Fig. 1: run 1, routing congestion
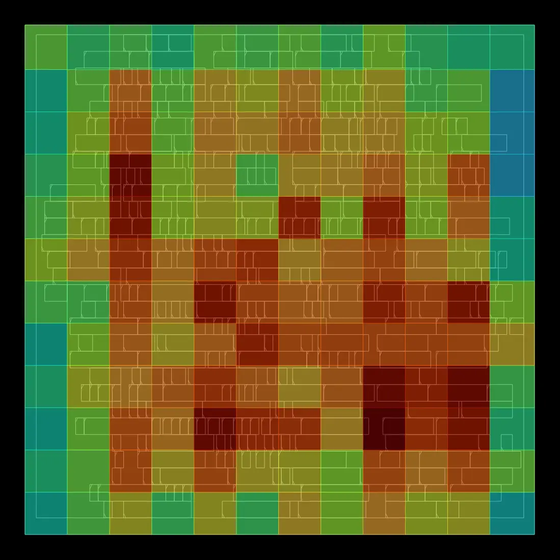
Fig. 2: run 1, the metal 1 layer
The bar under the picture is 20 µm long.
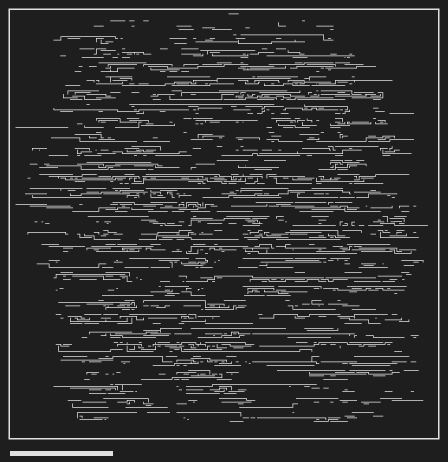
Fig. 3: run 1, the metal 2 layer
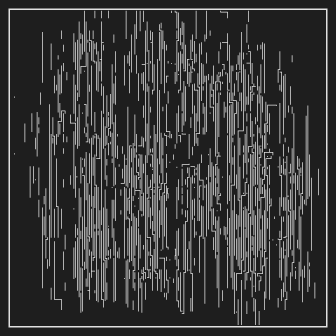
## src/rtl/board_pkg.sv

```systemverilog
// Shared types for the board controller: cell contents, FSM states, winner codes.
// No logic, no latency.
// No flow control; consumers import the whole package.
package board_pkg;

    typedef enum logic [1:0] {
        EMPTY = 2'd0,
        P1    = 2'd1,
        P2    = 2'd2
    } cell_t;

    typedef enum logic [1:0] {
        PLAY  = 2'd0,
        CHECK = 2'd1,
        OVER  = 2'd2
    } state_t;

    localparam logic [1:0] W_NONE = 2'd0;
    localparam logic [1:0] W_P1   = 2'd1;
    localparam logic [1:0] W_P2   = 2'd2;
    localparam logic [1:0] W_DRAW = 2'd3;

endpackage

```

## src/rtl/board_if.sv

```systemverilog
// Player-input / board-status bundle between the game datapath and the board controller.
// Wires only; every field is either a button level, a read address or a status view.
// No flow control: buttons are level inputs, status outputs are always valid.
//   move, select : synchronised buttons (active high)
//   rd_addr/rd_cell : combinational board read port (row-major)
//   cursor, player, move_count, state, winner, occ_err : game status
interface board_if #(parameter int N = 4) ();
    localparam int NCELL = N * N;
    localparam int AW    = $clog2(NCELL);
    localparam int MW    = $clog2(NCELL + 1);

    logic          move;
    logic          select;
    logic [AW-1:0] rd_addr;
    logic [1:0]    rd_cell;
    logic [AW-1:0] cursor;
    logic          player;
    logic [MW-1:0] move_count;
    logic [1:0]    state;
    logic [1:0]    winner;
    logic          occ_err;

    modport master (
        output move, select, rd_addr,
        input  rd_cell, cursor, player, move_count, state, winner, occ_err
    );

    modport slave (
        input  move, select, rd_addr,
        output rd_cell, cursor, player, move_count, state, winner, occ_err
    );
endinterface

```

## src/rtl/board_ctrl_edge_rise.sv

```systemverilog
// Rising-edge detector for an already-synchronised button level.
// Pulse is combinational in the first cycle the input is seen high; history updates every cycle.
// No flow control; a held button produces exactly one pulse.
//   clk, rst (sync, active low), in (level), pulse (one-cycle event)
module edge_rise (
    input  logic clk,
    input  logic rst,
    input  logic in,
    output logic pulse
);
    logic prev;

    always_ff @(posedge clk) begin
        if (!rst) prev <= 1'b0;
        else      prev <= in;
    end

    assign pulse = in & ~prev;
endmodule

```

## src/rtl/board_ctrl.sv

```systemverilog
// N x N two-player board: cursor/placement FSM with a sequential N-cycle win/draw line scan.
// Placement written on the select edge; outcome registered N clocks later (N+1 edges total).
// No flow control: button edges outside PLAY/OVER are dropped; read port is always valid.
//   clk, rst (sync, active low); bus = board_if.slave (buttons, read port, status)
module board_ctrl #(
    parameter int N = 4
) (
    input  logic   clk,
    input  logic   rst,
    board_if.slave bus
);
    import board_pkg::*;

    localparam int NCELL = N * N;
    localparam int AW    = $clog2(NCELL);
    localparam int MW    = $clog2(NCELL + 1);
    localparam int KW    = $clog2(N);

    cell_t         board [NCELL];
    state_t        state_q, state_d;
    logic [AW-1:0] cursor_q;
    logic          player_q;
    logic [MW-1:0] cnt_q;
    logic [1:0]    winner_q;
    logic          occ_q;
    logic [KW-1:0] lr_q, lc_q, k_q;
    logic          fr_q, fc_q, fd_q, fa_q;

    logic move_r, select_r;

    edge_rise u_move   (.clk(clk), .rst(rst), .in(bus.move),   .pulse(move_r));
    edge_rise u_select (.clk(clk), .rst(rst), .in(bus.select), .pulse(select_r));

    function automatic logic [AW-1:0] idx(input logic [KW-1:0] r, input logic [KW-1:0] c);
        return AW'(int'(r) * N + int'(c));
    endfunction

    cell_t mark;
    logic  fr_n, fc_n, fd_n, fa_n;
    logic  last_k, win;
    logic  do_move, do_place, do_occ, do_win, do_draw, do_next, do_clear;

    always_comb begin
        mark     = player_q ? P2 : P1;
        // Running line flags include this cycle's compare so the last scan
        // step decides on the complete line.
        fr_n     = fr_q && (board[idx(lr_q, k_q)] == mark);
        fc_n     = fc_q && (board[idx(k_q, lc_q)] == mark);
        fd_n     = fd_q && (board[idx(k_q, k_q)] == mark);
        fa_n     = fa_q && (board[idx(k_q, KW'(N - 1) - k_q)] == mark);
        last_k   = (k_q == KW'(N - 1));
        // Diagonals only count when the last mark actually lies on them.
        win      = fr_n || fc_n
                 || ((lr_q == lc_q) && fd_n)
                 || ((int'(lr_q) + int'(lc_q) == N - 1) && fa_n);

        state_d  = state_q;
        do_move  = 1'b0;
        do_place = 1'b0;
        do_occ   = 1'b0;
        do_win   = 1'b0;
        do_draw  = 1'b0;
        do_next  = 1'b0;
        do_clear = 1'b0;

        case (state_q)
            PLAY: begin
                // Select has priority; a simultaneous move edge is dropped.
                if (select_r) begin
                    if (board[cursor_q] == EMPTY) begin
                        do_place = 1'b1;
                        state_d  = CHECK;
                    end else begin
                        do_occ = 1'b1;
                    end
                end else if (move_r) begin
                    do_move = 1'b1;
                end
            end
            CHECK: begin
                if (last_k) begin
                    if (win) begin
                        do_win  = 1'b1;
                        state_d = OVER;
                    end else if (cnt_q == MW'(NCELL)) begin
                        do_draw = 1'b1;
                        state_d = OVER;
                    end else begin
                        do_next = 1'b1;
                        state_d = PLAY;
                    end
                end
            end
            OVER: begin
                if (select_r) begin
                    do_clear = 1'b1;
                    state_d  = PLAY;
                end
            end
            default: state_d = PLAY;
        endcase
    end

    always_ff @(posedge clk) begin
        if (!rst) begin
            state_q  <= PLAY;
            cursor_q <= '0;
            player_q <= 1'b0;
            cnt_q    <= '0;
            winner_q <= W_NONE;
            occ_q    <= 1'b0;
            lr_q     <= '0;
            lc_q     <= '0;
            k_q      <= '0;
            fr_q     <= 1'b0;
            fc_q     <= 1'b0;
            fd_q     <= 1'b0;
            fa_q     <= 1'b0;
            for (int i = 0; i < NCELL; i++) board[i] <= EMPTY;
        end else begin
            state_q <= state_d;
            occ_q   <= do_occ;

            if (do_move) cursor_q <= (cursor_q == AW'(NCELL - 1)) ? '0 : cursor_q + AW'(1);

            if (do_place) begin
                board[cursor_q] <= mark;
                lr_q  <= KW'(int'(cursor_q) / N);
                lc_q  <= KW'(int'(cursor_q) % N);
                cnt_q <= cnt_q + MW'(1);
                k_q   <= '0;
                fr_q  <= 1'b1;
                fc_q  <= 1'b1;
                fd_q  <= 1'b1;
                fa_q  <= 1'b1;
            end

            if (state_q == CHECK) begin
                k_q  <= k_q + KW'(1);
                fr_q <= fr_n;
                fc_q <= fc_n;
                fd_q <= fd_n;
                fa_q <= fa_n;
            end

            if (do_win)  winner_q <= player_q ? W_P2 : W_P1;
            if (do_draw) winner_q <= W_DRAW;

            // Winner keeps the move until restart, so the toggle there hands
            // the first move to the loser (or to the other side after a draw).
            if (do_next || do_clear) player_q <= ~player_q;

            if (do_clear) begin
                cursor_q <= '0;
                cnt_q    <= '0;
                winner_q <= W_NONE;
                for (int i = 0; i < NCELL; i++) board[i] <= EMPTY;
            end
        end
    end

    always_comb begin
        bus.rd_cell = EMPTY;
        if (int'(bus.rd_addr) < NCELL) bus.rd_cell = board[bus.rd_addr];
    end

    assign bus.cursor     = cursor_q;
    assign bus.player     = player_q;
    assign bus.move_count = cnt_q;
    assign bus.state      = state_q;
    assign bus.winner     = winner_q;
    assign bus.occ_err    = occ_q;
endmodule

```

## src/flat_wrapper.sv

```systemverilog
// flat-port wrapper written by rule: the top's interface ports become plain ports
module board_ctrl_flat import board_pkg::*;
#(
    parameter int N = 4
)
  (clk, rst, bus_move, bus_select, bus_rd_addr, bus_rd_cell, bus_cursor, bus_player, bus_move_count, bus_state, bus_winner, bus_occ_err);
  board_if #(.N(N)) bus_i ();
  input  logic clk;
  input  logic rst;
  input wire logic [$bits(bus_i.move)-1:0] bus_move;
  input wire logic [$bits(bus_i.select)-1:0] bus_select;
  input wire logic [$bits(bus_i.rd_addr)-1:0] bus_rd_addr;
  output wire logic [$bits(bus_i.rd_cell)-1:0] bus_rd_cell;
  output wire logic [$bits(bus_i.cursor)-1:0] bus_cursor;
  output wire logic [$bits(bus_i.player)-1:0] bus_player;
  output wire logic [$bits(bus_i.move_count)-1:0] bus_move_count;
  output wire logic [$bits(bus_i.state)-1:0] bus_state;
  output wire logic [$bits(bus_i.winner)-1:0] bus_winner;
  output wire logic [$bits(bus_i.occ_err)-1:0] bus_occ_err;
  assign bus_i.move = bus_move;
  assign bus_i.select = bus_select;
  assign bus_i.rd_addr = bus_rd_addr;
  assign bus_rd_cell = bus_i.rd_cell;
  assign bus_cursor = bus_i.cursor;
  assign bus_player = bus_i.player;
  assign bus_move_count = bus_i.move_count;
  assign bus_state = bus_i.state;
  assign bus_winner = bus_i.winner;
  assign bus_occ_err = bus_i.occ_err;
  board_ctrl #(.N(N)) u_core (.clk(clk), .rst(rst), .bus(bus_i));
endmodule
```

## config.mk

```make
export PLATFORM = sky130hd
export DESIGN_NAME = board_ctrl_flat
export DESIGN_NICKNAME = d
export VERILOG_FILES = /design/src/rtl/board_pkg.sv /design/src/rtl/board_if.sv /design/src/rtl/board_ctrl_edge_rise.sv /design/src/rtl/board_ctrl.sv /design/src/flat_wrapper.sv
export SDC_FILE = /design/constraint.sdc
export NUM_CORES = 1
export LEC_CHECK = 0
export CAP_MARGIN = 10
export CORE_MARGIN = 1.5
export CORE_UTILIZATION = 59
export DETAILED_ROUTE_END_ITERATION = 8
export GPL_ROUTABILITY_DRIVEN = 0
export PLACE_DENSITY = 0.8
export SLEW_MARGIN = 20
export SYNTH_ARGS = -nofsm -noshare
export SYNTH_HDL_FRONTEND = slang
export SYNTH_SLANG_ARGS = --single-unit
```

## constraint.sdc

```tcl
create_clock -name clk -period 3.1 [get_ports clk]
set_clock_uncertainty 0.1 [all_clocks]
set_input_delay 0.62 -clock clk [delete_from_list [all_inputs] [get_ports clk]]
set_output_delay 0.62 -clock clk [all_outputs]
set_load 0.02 [all_outputs]
```

==> flow_metrics.tcl, run 1 <==
# collected from the flow reports
set metrics [dict create \
    n_clock_buffer 15 \
    detailedRoute.firstIterationViolations 327 \
    switchingPower_w 0.000504 \
    enable_flop_cells 32 \
    hold_buffer_count_at_cts 0 \
    synth.ff_latch_count 63 \
    yosys_most_used_dff "edfxtp_1" \
    regToRegEndpoint "u_core.bus.player$_SDFFE_PN0P_" \
    yosys_warnings 0 \
    worst-path-max-fanout 5 \
    finalHoldViolations 0 \
    finalHoldWorstSlack_ps 363 \
    number_of_global_route_vias_before_repair 3164 \
    cts_max_level 3 \
    postSynth.asyncResetShare 0 \
    avgSynthCellArea_um2 10.3 \
    clockNetworkAreaShare 0.0488 \
    finish.net_count 415 \
    drive_above_1_share 0.174 \
    result_of_the_run "finished clean" \
    internal_power_w 0.00148 \
    worst_hold_path_cells 2 \
    inverters 9 \
    drc_violation_count_after_routing 0 \
    critical_path_arrival_ps 3110 \
    ctsRootBufferMaster "clkbuf_8" \
    maxSlewHeadroom 0.532 \
    timing_max_transition_violations_final 0 \
    chip_area_um2 6920 \
    n_tap_cell 77 \
    worst_ep_required_time_ps 3230 \
    area_leaders "edfxtp_1 (25%), dfxtp_1 (16%), mux4_2 (13%)" \
    yosys.area.top_type_share 0.253 \
    rr_startpoint "u_core.board[6][0]$_SDFFCE_PN0P_" \
    tightestPinTransition_ps 700 \
    met3_wirelength_um 851 \
    cts_sinks 63 \
    critical-path-top-delay-family "multiplexers" \
    bufAreaShareNonClock 0.0847 \
    fin_total_pwr_w 0.00198 \
    place_hpwl_um 7190 \
    fillerInstances 449 \
    synth_sequential_area_ratio 0.417 \
]
-- Fig. 1 (at the start) --
met1 GRT Util: 0.385
utilization after layout: 0.699
detailed-route wire length per cell: 20.6 µm
met2 capacity usage during global routing: 0.472
met3 layer usage reported by global route: 0.0577

-- Fig. 2 (at the start) --
main direction: horizontal
longest straight run: 28.1 µm
nets with wire on the layer: 396

-- Fig. 3 (at the start) --
nets with wire on the layer: 366
main direction: vertical
wire length on this layer: 4,740 µm
longest straight run: 35.4 µm
share of all routed wire: 48%
sum of routed wire length over all layers: 9890 µm
total vias in the final route: 3,181

## run 1: power by group through the flow
stage	Clock [W]	Combinational, W	Sequential [W]
after CTS	0.000740	0.000277	0.000958
after floorplan	0	0.000200	0.000954
after global routing	0.000780	0.000304	0.000965
after global placement	0	0.000269	0.000973
final	0.000741	0.000281	0.000961
after detailed placement	0	0.000278	0.000976
## run 1: placed cells by master (no fill, tap or decap), types with 9 or more instances in the layout
cell / Yosys / final
inv_1: 9 / 9
nand3_1: 9 / 9
nand2_1: 55 / 55
nor3_1: 13 / 13
nor2_1: 58 / 58
clkdlybuf4s50_1: 0 / 21
a21oi_1: 19 / 19
clkbuf_8: 0 / 11
mux4_2: 22 / 22
buf_4: 0 / 16
ha_1: 9 / 9
dfxtp_1: 31 / 29
edfxtp_1: 32 / 32
Fig. 4: run 1, cell area per tile
The bar under the picture is 20 µm long. 8 x 8 tiles, from black (low) to pale yellow (high), 0 to 100% covered.
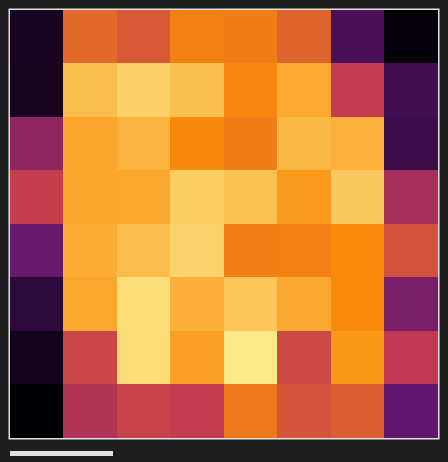

==> run 1 -> run 2 <==
Settings changed: ABC_AREA set to 1, ABC_CLOCK_PERIOD_IN_PS set to 3100, CAP_MARGIN 10 to not set, CORE_UTILIZATION 59 to 60, PLACE_DENSITY 0.8 to 0.81.
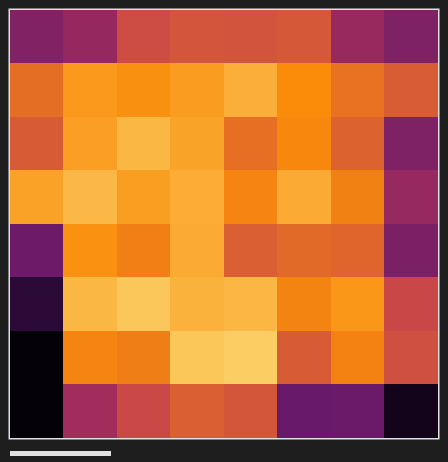
Fig. 5. Cell area per tile (run 2).
The bar under the picture is 20 µm long. 8 x 8 tiles, from black (low) to pale yellow (high), 0 to 100% covered.
tiles over 75% full: 34%
mean over tiles: 62%
fullest tile: 89%
nearly empty tiles: 3.1%

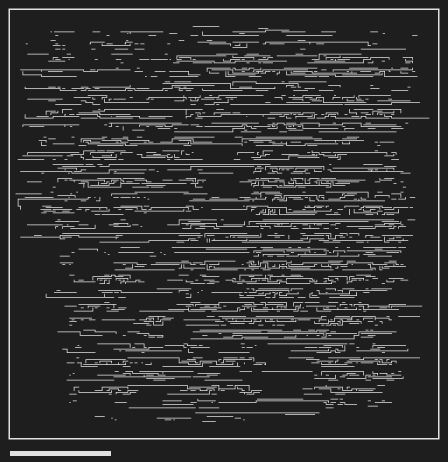
Fig. 6. The metal 1 layer (run 2).
The bar under the picture is 20 µm long.
longest straight run: 31.7 µm
share of all routed wire: 41%
main direction: horizontal
wire length on this layer: 4,410 µm
nets with wire on the layer: 561
total vias in the final route: 3,938
sum of routed wire length over all layers: 10,700 µm
met1 GRT Util: 0.428

==> flow_metrics.tcl, run 2 <==
# collected from the flow reports
set metrics [dict create \
    worst_hold_path_cells 2 \
    post_synth_xor_area_fraction 0.00220 \
    chip_area_um2 7120 \
    finish.net_count 601 \
    cts_buffers 9 \
    most_common_cell_in_the_netlist "nand2_1" \
    fp-row-count 29 \
    timing.setup.critical_path_class "input port to primary output" \
    fin_setup_tns_ps 0 \
    detailedRoute.firstIterationViolations 527 \
    clk-insertion-delay-late_ps 340 \
    worst-path-max-fanout 32 \
    drive_above_1_share 0.0714 \
    synth.ff_latch_count 63 \
    postSynth.asyncResetShare 0 \
    synth_compound_gate_area_share 0.156 \
    maxSlewHeadroom 0.649 \
    enable_flop_cells 32 \
    place_inst 649 \
    worstHoldStart "u_core.fd_q$_SDFFE_PN0P_" \
    fmax_ghz 0.364 \
    fin_total_pwr_w 0.00209 \
    netlist_area_um2 3970 \
    adder_share 0.0334 \
    finalHoldViolations 0 \
    vias_per_cell 5.92 \
    critical_path_buf_inv_count 3 \
    result_of_the_run "finished clean" \
    period_minus_slack_ps 2740 \
    final_cell_mix "nand2_1 (139), nand3_1 (65), inv_1 (63)" \
    yosys-dominant-comb-family "simple AND/OR/NAND/NOR gates" \
    synth_sequential_area_ratio 0.398 \
    cts_sinks 63 \
    yosys.area.top_type_share 0.242 \
    finalHoldWorstSlack_ps 376 \
    place_hpwl_um 7750 \
    hold_buffer_count_at_cts 0 \
    ctsRootBufferMaster "clkbuf_8" \
    cp_slowest_stage_delay_ps 510 \
    tightestPinTransition_ps 523 \
    hold-path-endpoint "u_core.fd_q$_SDFFE_PN0P_" \
    yosys.area_share.simple 0.311 \
    drc_violation_count_after_routing 0 \
    levels_on_crit_path 8 \
    timing.hold.worst.class "register to register" \
    timing_max_transition_violations_final 0 \
    cp_slowest_cell "clkdlybuf4s50_1" \
    cts_max_level 3 \
    worst_ep_required_time_ps 2380 \
    regToRegEndpoint "u_core.board[6][0]$_SDFFCE_PN0P_" \
    critical-path-top-delay-family "buffers and inverters" \
    critical_path_arrival_ps 2020 \
    layout.core_utilization 0.700 \
    critPathLaunch "bus_rd_addr[0]" \
    number_of_global_route_vias_before_repair 3515 \
    avgSynthCellArea_um2 7.06 \
    grt_overflow 0 \
    timing.final.crit_share 0.885 \
    power.leakage_nw 1.89 \
    floorplan.die.width_um 84.4 \
    yosys_warnings 0 \
    final_cells 665 \
    diodes_inserted 0 \
    area_leaders "edfxtp_1 (24%), dfxtp_1 (16%), nand2_1 (13%)" \
    endpoint "bus_rd_cell[0]" \
    final_common_cell "nand2_1" \
    yosys_most_used_dff "edfxtp_1" \
]
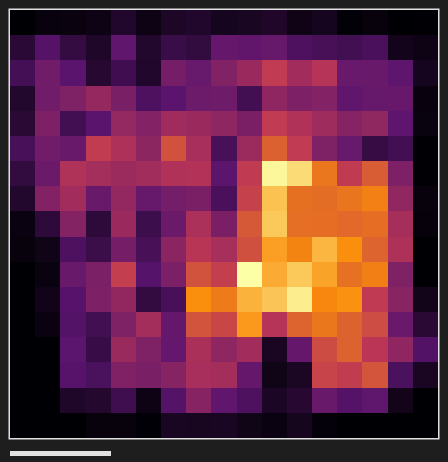
Fig. 7. Wire density map (run 2).
The bar under the picture is 20 µm long. 17 x 17 tiles, from black (low) to pale yellow (high), scaled to the fullest tile. Values are wire area over tile area, all layers added.
emptiest ninth of the die: south-west
mean over tiles: 0.26
fullest tile: 0.84
tiles over half the peak: 20%
total global routing track utilization: 0.311
detailed-route wire length per cell: 16.1 µm

run 2: per-layer routing:
metal	track usage	vias up	part of all wire
met5	0	-	0
met4	0.142	0	0.040
met3	0.0767	48	0.10
met2	0.465	211	0.45
met1	0.428	1771	0.41
li1	-	1908	-
run 2: area by class of cell:
type                            instances  area [µm²]
Clock inverter                          2        10.0
Fill cell                             527        1920
Timing Repair Buffer                   35         340
Clock buffer                           14         185
Inverter                               69         259
Tap cell                               77        96.3
Multi-Input combinational cell        405        2000
Sequential cell                        63        1580
run 2: power breakdown:
part	internal [W]	total [W]	switching (W)
sequential	0.000917	0.000970	0.0000535
clock	0.000386	0.000703	0.000317
combinational	0.000150	0.000422	0.000272
run 2: timing repair:
action / in CTS / in global routing
setup endpoints to repair: 0 / 2
gates resized: 0 / 2
setup buffers: 0 / 0
Fig. 8: run 2, routing congestion
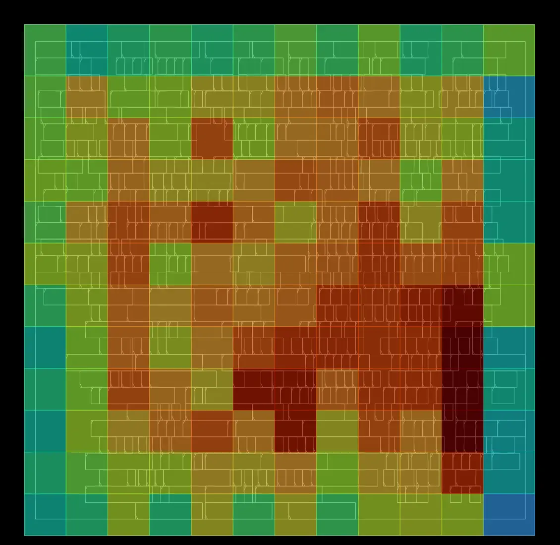

==> run 2 -> run 3 <==
Settings changed: CORE_ASPECT_RATIO set to 0.8.
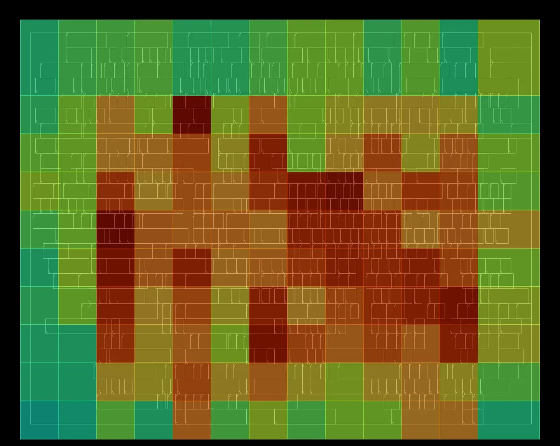
Fig. 9. Routing congestion (run 3).
met1 GRT Util: 0.432
met3 layer usage reported by global route: 0.111
total global routing track utilization: 0.334
met2 capacity usage during global routing: 0.522
utilization after layout: 0.698

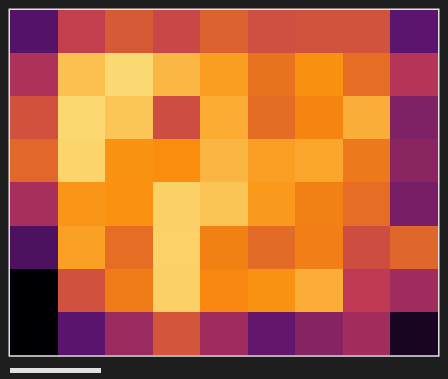
Fig. 10. Cell area per tile (run 3).
The bar under the picture is 20 µm long. 9 x 8 tiles, from black (low) to pale yellow (high), 0 to 100% covered.
mean over tiles: 61%
nearly empty tiles: 2.8%
fullest tile: 92%
emptiest ninth of the die: south-west
tiles over 75% full: 35%

==> flow_metrics.tcl, run 3 <==
# collected from the flow reports
set metrics [dict create \
    result_of_the_run "finished clean" \
    timing.hold.worst.class "register to register" \
    seq_power_w 0.000979 \
    p_seq_frac 0.467 \
    post_synth_xor_area_fraction 0.00220 \
    place_inst 656 \
    finalHoldWorstSlack_ps 378 \
    diodes_inserted 0 \
    timing.final.crit_share 0.872 \
    adder_share 0.0334 \
    drive_above_1_share 0.0714 \
    period_minus_slack_ps 2700 \
    final_common_cell "nand2_1" \
    detailedRoute.firstIterationViolations 411 \
    yosys_most_used_dff "edfxtp_1" \
    highest_layer "met4" \
    final_cells 672 \
    openroad.warnings 31 \
    pwr.group.combinational_w 0.000418 \
    routed-via-count 4068 \
    share_clk_of_total_power 0.334 \
    fin_total_pwr_w 0.00210 \
    most_common_cell_in_the_netlist "nand2_1" \
    regToRegEndpoint "u_core.board[4][1]$_SDFFCE_PN0P_" \
    fin_setup_tns_ps 0 \
    levels_on_crit_path 8 \
    share_of_power_burned_in_combinational_logic 0.199 \
    worst_ep_required_time_ps 2380 \
    cts_sinks 63 \
    cp_slowest_stage_delay_ps 510 \
    busiest_layer "met2" \
    cts.clk_slew.worst_paths_ps 80 \
    avgSynthCellArea_um2 7.06 \
    postSynth.asyncResetShare 0 \
    routed_wirelength_um 11400 \
    critical_path_arrival_ps 1980 \
    routedWlPerCell_um 16.9 \
    tightestPinTransition_ps 534 \
    yosys.area.top_type_share 0.242 \
    vias_per_cell 6.05 \
    grt_overflow 0 \
    hold-path-endpoint "u_core.fd_q$_SDFFE_PN0P_" \
    cts_max_level 3 \
    timing.setup.critical_path_class "input port to primary output" \
    power-top-group "sequential cells" \
    fp-row-count 26 \
    chip_area_um2 7120 \
    clk-insertion-delay-late_ps 340 \
    worst-path-max-fanout 32 \
    place_hpwl_um 8100 \
    ctsRootBufferMaster "clkbuf_8" \
    wl_met2_um 4940 \
    final_cell_mix "nand2_1 (139), nand3_1 (65), inv_1 (63)" \
    floorplan.die.width_um 94.0 \
    number_of_global_route_vias_before_repair 3641 \
    finalHoldViolations 0 \
    synth.ff_latch_count 63 \
    finish.net_count 601 \
    power.leakage_nw 1.88 \
    switchingPower_w 0.000658 \
    enable_flop_cells 32 \
    yosys_warnings 0 \
    internal_power_w 0.00144 \
    netlist_area_um2 3970 \
    worstHoldStart "u_core.fd_q$_SDFFE_PN0P_" \
    swShare 0.314 \
    fmax_ghz 0.370 \
    synth_sequential_area_ratio 0.398 \
    critical-path-top-delay-family "buffers and inverters" \
    critical_path_buf_inv_count 3 \
    met1_length_um 4610 \
    yosys-dominant-comb-family "simple AND/OR/NAND/NOR gates" \
    met3_wirelength_um 1540 \
    yosys.area_share.simple 0.311 \
    critPathLaunch "bus_rd_addr[0]" \
]
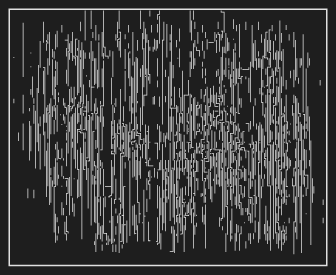
Fig. 11. The metal 2 layer (run 3).
main direction: vertical
share of all routed wire: 44%
nets with wire on the layer: 473
wire length on this layer: 4,940 µm
longest straight run: 38.2 µm

run 3: cell count changes in the layout (fill, tap and decap cells not counted), sizes merged:
cell	change
clkbuf	-3
bufinv	+1
clkinv	-1
clkinvlp	+2
inv	+1
run 3: repair_timing:
action,4_1_cts,5_1_grt
buffers inserted,0,0
gates resized,0,2
hold buffers,0,0
endpoints found under the setup margin,0,2
run 3: area by class of cell:
class | instances | area, µm²
Multi-Input combinational cell | 405 | 2000
Fill cell | 514 | 1940
Sequential cell | 63 | 1580
Timing Repair Buffer | 35 | 340
Inverter | 69 | 259
Clock buffer | 11 | 131
Tap cell | 84 | 105
Clock inverter | 5 | 57.6
Power and IR drop assume default switching activity.
